**Routed metal per tile**

The die is cut into 19 by 19 equal tiles; black is low, pale yellow is high, scaled to the fullest tile. Values are wire area over tile area, all layers added.
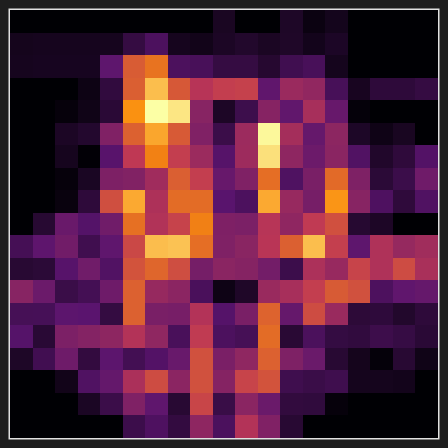
**Cell outlines without signal wires**

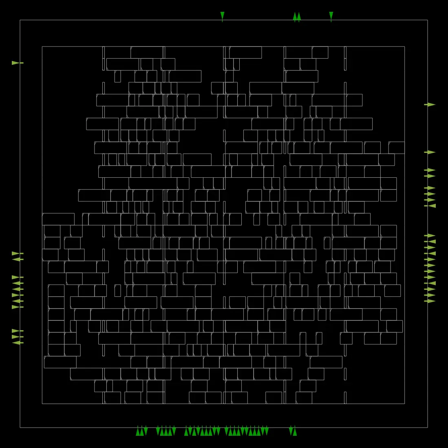
Design screen_buffer_write_ctrl, sky130hd; sources not shown.
==> impl_results.html <==
<p>Metrics extracted from the flow reports.</p>
<table>
<tr><th>Metric</th><th>Value</th></tr>
<tr><th colspan="2">Logic synthesis</th></tr>
<tr><td>Cells after Synth</td><td>~300</td></tr>
<tr><td>Yosys cell count</td><td>roughly 300</td></tr>
<tr><td>Yosys reg bits</td><td>59</td></tr>
<tr><td>Most used flip-flop cell after synthesis</td><td>dfxtp_1</td></tr>
<tr><td>Count of flip-flops with a built-in enable after synthesis</td><td>0</td></tr>
<tr><td>Net count after synthesis</td><td>338</td></tr>
<tr><td>Share of synthesized registers carrying an async set or reset</td><td>0%</td></tr>
<tr><td>Total of warnings raised by yosys</td><td>6</td></tr>
<tr><td>Seq share, synth</td><td>between 40% and 50%</td></tr>
<tr><td>Post-synthesis cell type count</td><td>39</td></tr>
<tr><td>Mapped cell area</td><td>roughly 2800 sq um</td></tr>
<tr><td>Synthesized area per cell</td><td>just over 9 sq um</td></tr>
<tr><td>Chip area estimate from yosys synthesis</td><td>roughly 2800 sq um</td></tr>
<tr><th colspan="2">Global routing</th></tr>
<tr><td>Number of global-route vias before repair</td><td>between 2,000 and 2,500</td></tr>
<tr><td>Maximum number of pins on one net before global-route repair</td><td>around 55</td></tr>
<tr><td>Total Routing Usage GR</td><td>16.6%</td></tr>
<tr><td>Number of antenna violations at the first check in global routing</td><td>0</td></tr>
<tr><td>Wire length of the first global-routing pass</td><td>between 10 and 15 mm</td></tr>
<tr><td>Global route overflow</td><td>0</td></tr>
<tr><th colspan="2">Cells and area</th></tr>
<tr><td>Diode insertion count for antenna repair</td><td>0</td></tr>
<tr><td>Multi-input gates</td><td>between 200 and 250</td></tr>
<tr><td>Clock buffer cells</td><td>10</td></tr>
<tr><td>Layout fillers</td><td>approximately 660</td></tr>
<tr><td>Sequential portion of the cell area</td><td>about a third</td></tr>
<tr><td>Fraction of area in multi-input gates</td><td>roughly two fifths</td></tr>
<tr><td>Most frequent standard cell in the layout excluding fill and tap cells</td><td>clkdlybuf4s50_1</td></tr>
<tr><td>Largest cell class by area</td><td>logic gates</td></tr>
<tr><td>Most instantiated logic cells after routing</td><td>64 x clkdlybuf4s50_1, 59 x dfxtp_1, 36 x nor2_1, 25 x mux2i_1, 19 x a211oi_1</td></tr>
<tr><td>Proportion of layout cells with a drive suffix above 1</td><td>8.04%</td></tr>
<tr><td>Combined flip-flop and latch cell area</td><td>between 1000 and 1500 sq um</td></tr>
<tr><td>Number of signal-net inverters in the final layout</td><td>4</td></tr>
<tr><td>Comb. cell area</td><td>between 1000 and 1500 sq um</td></tr>
<tr><td>Nets</td><td>404</td></tr>
<tr><td>Non-clk bufs</td><td>approximately 75</td></tr>
<tr><td>Clock network contribution to total cell area</td><td>approximately 2.6%</td></tr>
<tr><td>Fraction of cell area in non-clock buffers</td><td>roughly 20%</td></tr>
<tr><td>Max FFs per register</td><td>13</td></tr>
<tr><td>Growth of design area from synthesis to finish</td><td>29.7%</td></tr>
<tr><td>Area of all placed cells without fillers</td><td>approximately 3600 sq um</td></tr>
<tr><th colspan="2">Floorplanning</th></tr>
<tr><td>Number of tap cells added at floorplan</td><td>~80</td></tr>
<tr><td>Number of I/O pins</td><td>between 60 and 70</td></tr>
<tr><td>Die y size</td><td>about 93 um</td></tr>
<tr><td>Fraction of the core area occupied by cells at floorplan</td><td>40.9%</td></tr>
<tr><td>Die Area</td><td>about 8700 sq um</td></tr>
<tr><td>Site Rows</td><td>30</td></tr>
<tr><td>Die boundary width</td><td>around 93 um</td></tr>
<tr><td>Total core area</td><td>6760 sq um</td></tr>
<tr><th colspan="2">Power and ir drop</th></tr>
<tr><td>Leak Pwr</td><td>between 1 and 1.5 nW</td></tr>
<tr><td>Cell Pwr Density</td><td>between 300 and 400 nW/um^2</td></tr>
<tr><td>Power after layout</td><td>approximately 1.4 mW</td></tr>
<tr><td>P_sw</td><td>around 360 uW</td></tr>
<tr><td>Fraction of power consumed by the clock network</td><td>around 31%</td></tr>
<tr><td>Total internal power</td><td>1.04 mW</td></tr>
<tr><td>Worst vdd rail ir drop</td><td>about 0.19 mV</td></tr>
<tr><td>Fraction of power spent switching nets</td><td>about a quarter</td></tr>
<tr><td>Reg power frac</td><td>a little under three fifths</td></tr>
<tr><td>Relative contribution of combinational cells to total power</td><td>about 14%</td></tr>
<tr><th colspan="2">Placed design</th></tr>
<tr><td>Port buffer count</td><td>about 65</td></tr>
<tr><td>HPWL Detailed</td><td>about 4.8 mm</td></tr>
<tr><td>Minimum setup slack after placement</td><td>~150 ps</td></tr>
<tr><td>Post-detailed-placement cell area</td><td>about 3500 sq um</td></tr>
<tr><td>Post-placement cell count</td><td>~440</td></tr>
<tr><td>Global placement routability congestion</td><td>~0.83</td></tr>
<tr><th colspan="2">CTS</th></tr>
<tr><td>Largest buffer count on any clock path</td><td>2</td></tr>
<tr><td>H-tree depth reported by CTS</td><td>3</td></tr>
<tr><td>Number of clock buffers inserted by TritonCTS</td><td>9</td></tr>
<tr><td>Clock latency on the worst-skew pair</td><td>460 ps</td></tr>
<tr><td>Hold Buf Count CTS</td><td>0</td></tr>
<tr><td>Number of setup buffers added after CTS</td><td>0</td></tr>
<tr><td>Clock tree from TritonCTS</td><td>yes</td></tr>
<tr><td>Clock edge transition at the registers on the reported setup and hold paths</td><td>between 150 and 200 ps</td></tr>
<tr><td>Clock net sink count</td><td>about 60</td></tr>
<tr><td>Gates resized, CTS repair</td><td>0</td></tr>
<tr><td>Root Buffer</td><td>clkbuf_2</td></tr>
<tr><th colspan="2">Final timing</th></tr>
<tr><td>Count of final setup violators</td><td>0</td></tr>
<tr><td>Final tally of hold violations</td><td>0</td></tr>
<tr><td>Post-layout minimum cycle time</td><td>around 2600 ps</td></tr>
<tr><td>Worst relative slew slack</td><td>~36%</td></tr>
<tr><td>Max-slew violations</td><td>0</td></tr>
<tr><td>Highest clock frequency the design can meet</td><td>~0.39 GHz</td></tr>
<tr><td>Setup TNS Final</td><td>0 ps</td></tr>
<tr><td>Hold slack</td><td>422 ps</td></tr>
<tr><td>Worst-margin pin slew</td><td>962 ps</td></tr>
<tr><td>Worst-case setup margin in the final layout</td><td>621 ps</td></tr>
<tr><td>Post-route fraction of the period consumed by the critical path</td><td>80.6%</td></tr>
<tr><td>RSZ-0062 raised after global routing</td><td>no</td></tr>
<tr><th colspan="2">Setup path</th></tr>
<tr><td>CP Data Required Time</td><td>about 3500 ps</td></tr>
<tr><td>Path depth of the worst reg2reg path</td><td>7</td></tr>
<tr><td>Crit path kind</td><td>in -&gt; reg</td></tr>
<tr><td>Peak fanout along the critical path</td><td>18</td></tr>
<tr><td>Capturing element type of the critical path</td><td>flop</td></tr>
<tr><td>Internal reg-to-reg setup slack</td><td>approximately 1000 ps</td></tr>
<tr><td>CP Launch Type</td><td>input pin</td></tr>
<tr><td>CP arrival</td><td>2880 ps</td></tr>
<tr><th colspan="2">Hold path</th></tr>
<tr><td>Worst Hold Depth</td><td>2</td></tr>
<tr><td>Path type of the worst min-delay path</td><td>reg -&gt; reg</td></tr>
<tr><th colspan="2">Flow run</th></tr>
<tr><td>Max-cap violation count</td><td>0</td></tr>
<tr><td>Tally of OpenROAD warnings</td><td>26</td></tr>
<tr><th colspan="2">Drt</th></tr>
<tr><td>Routed via count divided by cell count</td><td>between 5 and 6</td></tr>
<tr><td>First drt pass iteration count</td><td>4</td></tr>
<tr><td>Total length of routed wires</td><td>between 6 and 7 mm</td></tr>
<tr><td>DRC violation count after routing</td><td>0</td></tr>
<tr><td>Violation tally from detailed-route iteration zero</td><td>116</td></tr>
<tr><td>Post-route antenna net violation count</td><td>0</td></tr>
<tr><th colspan="2">Outcome</th></tr>
<tr><td>Result of the run</td><td>finished clean</td></tr>
</table>
About 'routed metal per tile':
fullest tile = 0.48
tiles over half the peak = 17%
densest ninth of the die = centre
nearly empty tiles = 19%
routed length per placed instance: 14.9 um
detailed-route via count: 2,458

About 'cell outlines without signal wires':
sequential cell count of the final layout: 59
fin util: 53.0%
final instance count without filler cells: 453

==> cells by family (layout without fill, tap and decap cells) <==
logic type               Yosys count  after routing  share of synthesized area [%]
AND-OR/OR-AND                     55             55                           12.7
flip-flops                        59             59                           42.8
adder cells (fa/ha/maj)            4              4                           1.81
XOR/XNOR                          12             12                           3.80
AND/OR/NAND/NOR                  125            125                           25.7
buffers and inverters             24             93                           4.21
multiplexers                      25             25                           9.06
==> cell usage after synthesis, types with 3 or more instances <==
cell type	instances	share of area [%]
dfxtp_1	59	43
nor2_1	36	4.9
mux2i_1	25	9.1
a211oi_1	19	5.2
a21oi_1	18	3.3
nand2_1	15	2.0
nor2b_1	14	3.2
clkbuf_1	12	1.6
or3_1	9	2.0
nand4_1	8	1.8
nand3_1	7	1.3
o21ai_0	7	1.3
and2b_1	6	1.6
nor3_1	6	1.1
o31ai_1	6	1.6
xnor2_1	6	1.9
xor2_1	6	1.9
or4_1	5	1.4
ha_1	4	1.8
inv_1	4	0.54
nand2b_1	4	0.91
and4_1	3	0.95
and4b_1	3	1.1
buf_2	3	0.54
==> power groups by stage <==
stage               logic, mW  registers, mW  clock network [mW]
finish                  0.193          0.773               0.427
global route            0.209          0.778               0.484
CTS                     0.196          0.774               0.443
detailed placement      0.194          0.789                   0
global placement        0.192          0.788                   0
floorplan              0.0808          0.798                   0
==> metal layers <==
metal / GRT usage [%] / vias to the layer above / part of all wire (%)
li1: - / 1222 / -
met3: 5.47 / 14 / 5.0
met2: 25.9 / 74 / 46
met5: 0 / - / 0
met1: 20.9 / 1148 / 47
met4: 7.08 / 0 / 2.1
==> critical path, cell delays in order <==
cell and delay (ps):
clkdlybuf4s50_1 570, buf_4 270, and4b_1 490, nand3_4 120, nor3_1 300, a21oi_1 110, nor3_1 180, a21boi_0 200
Power and IR drop assume default switching activity.
